===== src/rtl/nsa_pkg.sv =====
// Shared types and constants for the nibble-serial adder: FSM state encoding
// and the slice width processed per clock.
package nsa_pkg;

   typedef enum logic [1:0] {
      IDLE = 2'd0,
      RUN  = 2'd1,
      DONE = 2'd2
   } state_e;

   localparam int NIBBLE_W = 4;

endpackage


===== src/rtl/adder_4bit.sv =====
// Purely combinational 4-bit ripple slice; the serial adder reuses this single
// instance for every nibble of the operands.
module adder_4bit
   import nsa_pkg::*;
(
   input  logic [NIBBLE_W-1:0] ina,
   input  logic [NIBBLE_W-1:0] inb,
   input  logic                cin,
   output logic [NIBBLE_W-1:0] sum,
   output logic                cout
);

   logic [NIBBLE_W:0] total;

   assign total = {1'b0, ina} + {1'b0, inb} + {{NIBBLE_W{1'b0}}, cin};
   assign sum   = total[NIBBLE_W-1:0];
   assign cout  = total[NIBBLE_W];

endmodule


===== src/rtl/nibble_serial_adder.sv =====
// Multi-cycle WIDTH-bit adder: one nibble per clock, LSB first, carry held in a
// flop between nibbles; result, carry-out and signed overflow committed with done.
module nibble_serial_adder
   import nsa_pkg::*;
#(
   parameter int WIDTH = 16
) (
   input  logic             clk,
   input  logic             rst,
   input  logic             start,
   input  logic [WIDTH-1:0] a,
   input  logic [WIDTH-1:0] b,
   input  logic             cin,
   output logic             ready,
   output logic             busy,
   output logic             done,
   output logic [WIDTH-1:0] sum,
   output logic             cout,
   output logic             ovf,
   output state_e           state_dbg
);

   // Handshake: an operation is accepted on any rising edge where start=1 and
   // ready=1; ready drops for the NIB RUN cycles and done pulses once on completion.

   localparam int NIB  = WIDTH / NIBBLE_W;
   localparam int IDXW = (NIB > 1) ? $clog2(NIB) : 1;

   state_e            state_q, state_d;
   logic [IDXW-1:0]   idx_q;
   logic [WIDTH-1:0]  a_r, b_r, acc_q, acc_next;
   logic              carry_r;
   logic [WIDTH-1:0]  sum_q;
   logic              cout_q, ovf_q, done_q;
   logic [NIBBLE_W-1:0] nib_a, nib_b, sum4;
   logic              cout4;
   logic              last;

   assign last  = (idx_q == IDXW'(NIB - 1));
   assign nib_a = a_r[NIBBLE_W*idx_q +: NIBBLE_W];
   assign nib_b = b_r[NIBBLE_W*idx_q +: NIBBLE_W];

   adder_4bit u_slice (
      .ina  (nib_a),
      .inb  (nib_b),
      .cin  (carry_r),
      .sum  (sum4),
      .cout (cout4)
   );

   // Accumulator with the current nibble merged in; on the last nibble this is the full sum.
   always_comb begin
      acc_next = acc_q;
      acc_next[NIBBLE_W*idx_q +: NIBBLE_W] = sum4;
   end

   always_comb begin
      state_d = state_q;
      case (state_q)
         IDLE:    if (start) state_d = RUN;
         RUN:     if (last)  state_d = DONE;
         DONE:    state_d = start ? RUN : IDLE;
         default: state_d = IDLE;
      endcase
   end

   always_ff @(posedge clk) begin
      if (rst) state_q <= IDLE;
      else     state_q <= state_d;
   end

   always_ff @(posedge clk) begin
      if (rst) begin
         idx_q   <= '0;
         a_r     <= '0;
         b_r     <= '0;
         acc_q   <= '0;
         carry_r <= 1'b0;
         sum_q   <= '0;
         cout_q  <= 1'b0;
         ovf_q   <= 1'b0;
         done_q  <= 1'b0;
      end else begin
         done_q <= 1'b0;
         case (state_q)
            RUN: begin
               acc_q   <= acc_next;
               carry_r <= cout4;
               if (last) begin
                  sum_q  <= acc_next;
                  cout_q <= cout4;
                  ovf_q  <= (a_r[WIDTH-1] == b_r[WIDTH-1]) &&
                            (acc_next[WIDTH-1] != a_r[WIDTH-1]);
                  done_q <= 1'b1;
               end else begin
                  idx_q <= idx_q + IDXW'(1);
               end
            end
            default: begin
               if (start) begin
                  a_r     <= a;
                  b_r     <= b;
                  carry_r <= cin;
                  idx_q   <= '0;
                  acc_q   <= '0;
               end
            end
         endcase
      end
   end

   assign ready     = (state_q != RUN);
   assign busy      = (state_q == RUN);
   assign done      = done_q;
   assign sum       = sum_q;
   assign cout      = cout_q;
   assign ovf       = ovf_q;
   assign state_dbg = state_q;

endmodule

===== config.mk =====
export PLATFORM = sky130hd
export DESIGN_NAME = nibble_serial_adder
export DESIGN_NICKNAME = d
export VERILOG_FILES = /design/src/rtl/nsa_pkg.sv /design/src/rtl/adder_4bit.sv /design/src/rtl/nibble_serial_adder.sv
export SDC_FILE = /design/constraint.sdc
export NUM_CORES = 1
export LEC_CHECK = 0
export ABC_AREA = 1
export CAP_MARGIN = 15
export CORE_UTILIZATION = 47
export CTS_CLUSTER_SIZE = 40
export DETAILED_ROUTE_END_ITERATION = 7
export GPL_TIMING_DRIVEN = 1
export PLACE_DENSITY = 0.76
export SLEW_MARGIN = 10
export SYNTH_ARGS = -nofsm -noshare
export SYNTH_HDL_FRONTEND = slang
export SYNTH_SLANG_ARGS = --single-unit

===== constraint.sdc =====
create_clock -name clk -period 2.59 [get_ports clk]
set_input_delay 0.6475 -clock clk [delete_from_list [all_inputs] [get_ports clk]]
set_output_delay 0.6475 -clock clk [all_outputs]
set_load 0.05 [all_outputs]

==> results.tsv, run 1 <==
stage	metric	value	unit
floorplanning	num_rows	29	
timing	fin_crit	2410	ps
cts	clock_sinks	72	
place	placed_area	3900	um^2
pwr	swShare	28.4	%
pwr	maxPowerGroup	sequential cells	
cts	cts.path.max_buffers	2	
final_layout	seq_cells	72	
timing	relSlewSlack	66.5	%
cts	postCtsSetupBuffers	0	
logic_synthesis	ys_sh_aoi	17.5	%
routing	final_antenna_net_count	0	
timing	hold_violations	0	
final_layout	regArea	1440	um^2
global_route	grt_max_degree	35	
cts	holdBufCountCts	0	
final_layout	sh_seq_area	35.5	%
setup_path	cp.arrival	2680	ps
global_route	top_usage_layer	met2	
final_layout	clock_buffers	12	
logic_synthesis	synth_adder_area_share	4.68	%
timing	period_used_share	93.0	%
place	portBuffers	58	
final_layout	num-fill-cells	611	
floorplanning	dieWidth	85.3	um
routing	routed-wl-met2	3600	um
status	status	completed	
setup_path	cp.depth	11	
[run 1: tightest hold or removal path, cell delays in order (launching register included)]
cell	delay (ps)
dfxtp_1	310
nand2_1	60
a21oi_1	50
[run 1: synth_stat cells (3+ instances only)]
library cell,n
o22ai_1,6
clkbuf_2,3
nor2_4,3
buf_4,4
buf_6,3
buf_2,5
nand3_1,20
ha_1,9
clkbuf_1,7
o21a_1,3
o21ai_1,6
inv_1,24
nor2_1,86
a21oi_1,23
a2bb2oi_1,3
dfxtp_1,72
nand2_1,81
inv_2,5
o21ai_0,57
[run 1: through the flow]
stage / hold WS [ps] / util, % / worst slack [ps]
floorplan: 443 / - / 147
global placement: 452 / 59.7 / 234
detailed placement: 457 / 59.7 / 136
CTS: 468 / 62.1 / 95.7
global route: 491 / 62.3 / 15.8
finish: 467 / 62.3 / 182
**Run 1: logic cells by family**

Bar = 20 um.
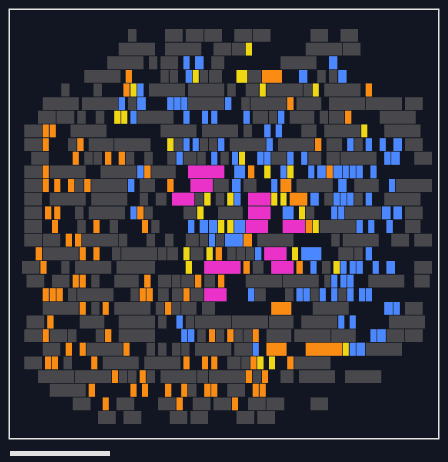
- NOR gates: orange (cells 92)
- NAND gates: blue (cells 106)
- adder and majority cells: magenta (cells 11; where center)
- inverters: yellow (cells 30)
Finished Layout Cells: 578
most common logic cell in the routed design: nor2_1

**Run 1: sizing map**

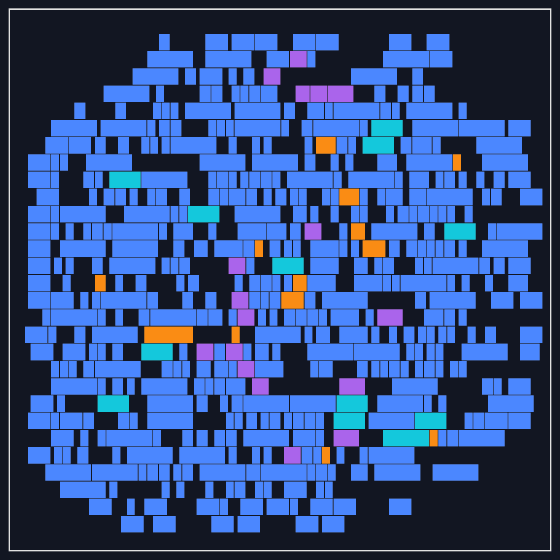
- _2 cells: orange (cells 13; share 2.6%; most used inv_2)
- _3 and _4 cells: purple (cells 17; share 3.4%; most used buf_4)
- _0 and _1 cells: blue (cells 459; share 92%; most used nor2_1)
- _6 and larger: cyan (cells 12; share 2.4%; most used clkbuf_8)
Final WS setup: 182 ps
final non-filler cell area: 4070 um^2
Buffers excl. clock: 70
area grow syn2layout: 24.7%

**Run 1: congestion heat map**

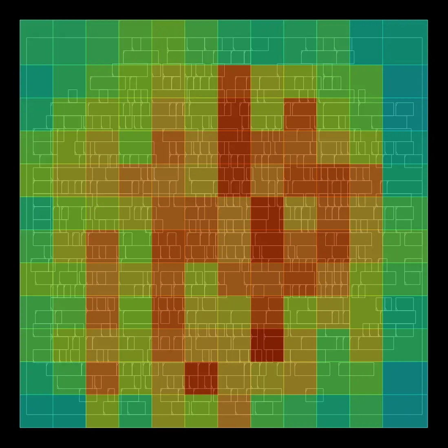
GR Util met2: 39.3%
final core utilization: 62.3%
WL/cell: 13.2 um
Overall Global Routing Usage: 23.7%

--- run 2 (diff from run 1) ---
- ABC_CLOCK_PERIOD_IN_PS: unset -> 2590
**Run 2: sizing map**

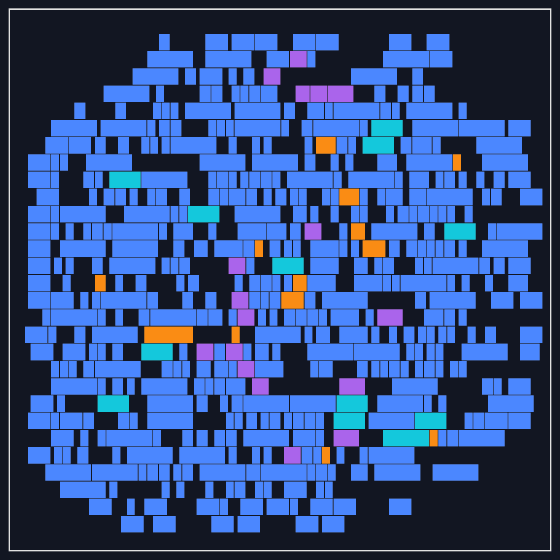
- _0 and _1 cells: blue (cells 459; share 92%; most used nor2_1)
- _6 and larger: cyan (cells 12; share 2.4%; most used clkbuf_8)
- _3 and _4 cells: purple (cells 17; share 3.4%; most used buf_4)
- _2 cells: orange (cells 13; share 2.6%; most used inv_2)

**Run 2: congestion heat map**

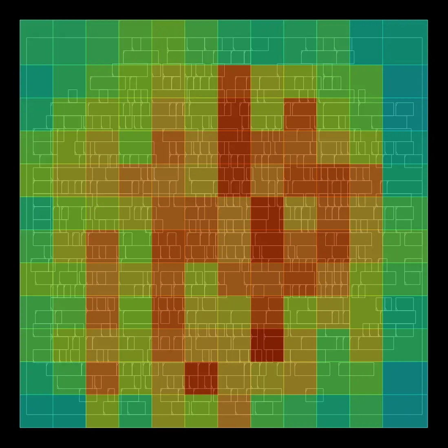
met3 usage: 5.35%
global route hottest layer: met2
met1 track demand over resource: 30.3%

**Run 2: the metal 3 layer**

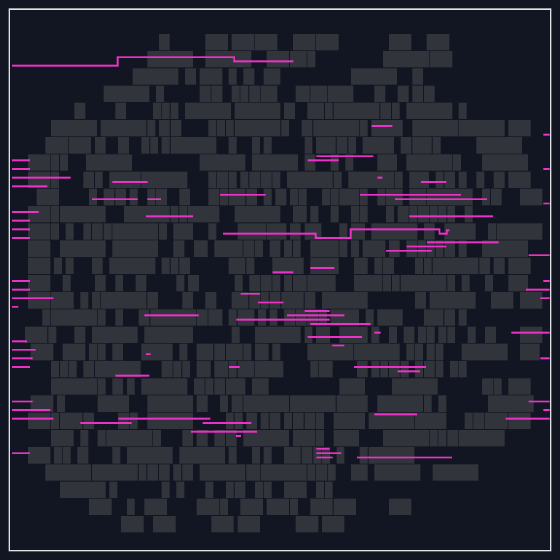
- longest straight run: 18.4 um
- main direction: horizontal
- share of all routed wire: 6.0%
- wire length on this layer: 456 um
- nets with wire on the layer: 58
final wirelength: 7640 um
Vias: 3067

==> results.tsv, run 2 <==
stage	metric	value	unit	change
final_layout	final_common_cell	nor2_1		
final_layout	seq_cells	72		unchanged
pwr	maxPowerGroup	sequential cells		
global_route	grt_usage	23.7	%	unchanged
timing	relSlewSlack	66.5	%	unchanged
logic_synthesis	synth_adder_area_share	4.68	%	unchanged
timing	worst_slack	182	ps	unchanged
logic_synthesis	ys_sh_aoi	17.5	%	unchanged
global_route	grt_max_degree	35		unchanged
final_layout	regArea	1440	um^2	unchanged
cts	cts.path.max_buffers	2		unchanged
cts	holdBufCountCts	0		unchanged
routing	final_antenna_net_count	0		unchanged
logic_synthesis	synth.most_common_cell	nor2_1		
final_layout	clock_buffers	12		unchanged
routing	routed-wl-met2	3600	um	unchanged
floorplanning	num_rows	29		unchanged
global_route	use_met2	39.3	%	unchanged
place	pre_cts_slack	136	ps	unchanged
final_layout	num-fill-cells	611		unchanged
pwr	swShare	28.4	%	unchanged
final_layout	sh_seq_area	35.5	%	unchanged
setup_path	cp.arrival	2680	ps	about the same
final_layout	post-route-util	62.3	%	unchanged
floorplanning	dieWidth	85.3	um	unchanged
place	portBuffers	58		unchanged
final_layout	n_all_buffers	70		unchanged
status	status	completed		
logic_synthesis	synthTopCellsByCount	nor2_1 (86), nand2_1 (81), dfxtp_1 (72)		
routing	wl_per_cell	13.2	um	unchanged
timing	fin_crit	2410	ps	unchanged
final_layout	synthToLayoutAreaGrowth	24.7	%	unchanged
final_layout	final_cells	578		unchanged
cts	clock_sinks	72		unchanged
timing	period_used_share	93.0	%	unchanged
## run 2: critical path: stages (launching register included)
cell     delay (ps)
dfxtp_2         340
buf_4           150
o21ai_0         170
o22ai_1         120
fa_1            440
inv_1           100
fa_1            450
nor2_2          120
nand2_1         110
o21ai_2         160
nand2_1          60
a21oi_1         120
## run 2: through the flow
| stage | hold slack [ps] | instance area, um^2 |
|---|---|---|
| after floorplan | 443 | 3260 |
| after global placement | 452 | 3900 |
| after detailed placement | 457 | 3900 |
| after CTS | 468 | 4060 |
| after global routing | 491 | 4070 |
| final | 467 | 4070 |
## run 2: repair_timing
item / CTS / global route
gates cloned: 0 / 0
pin swaps: 0 / 0
resized: 2 / 6
setup endpoints to repair: 2 / 7
Power is estimated from default activity; no workload was simulated.
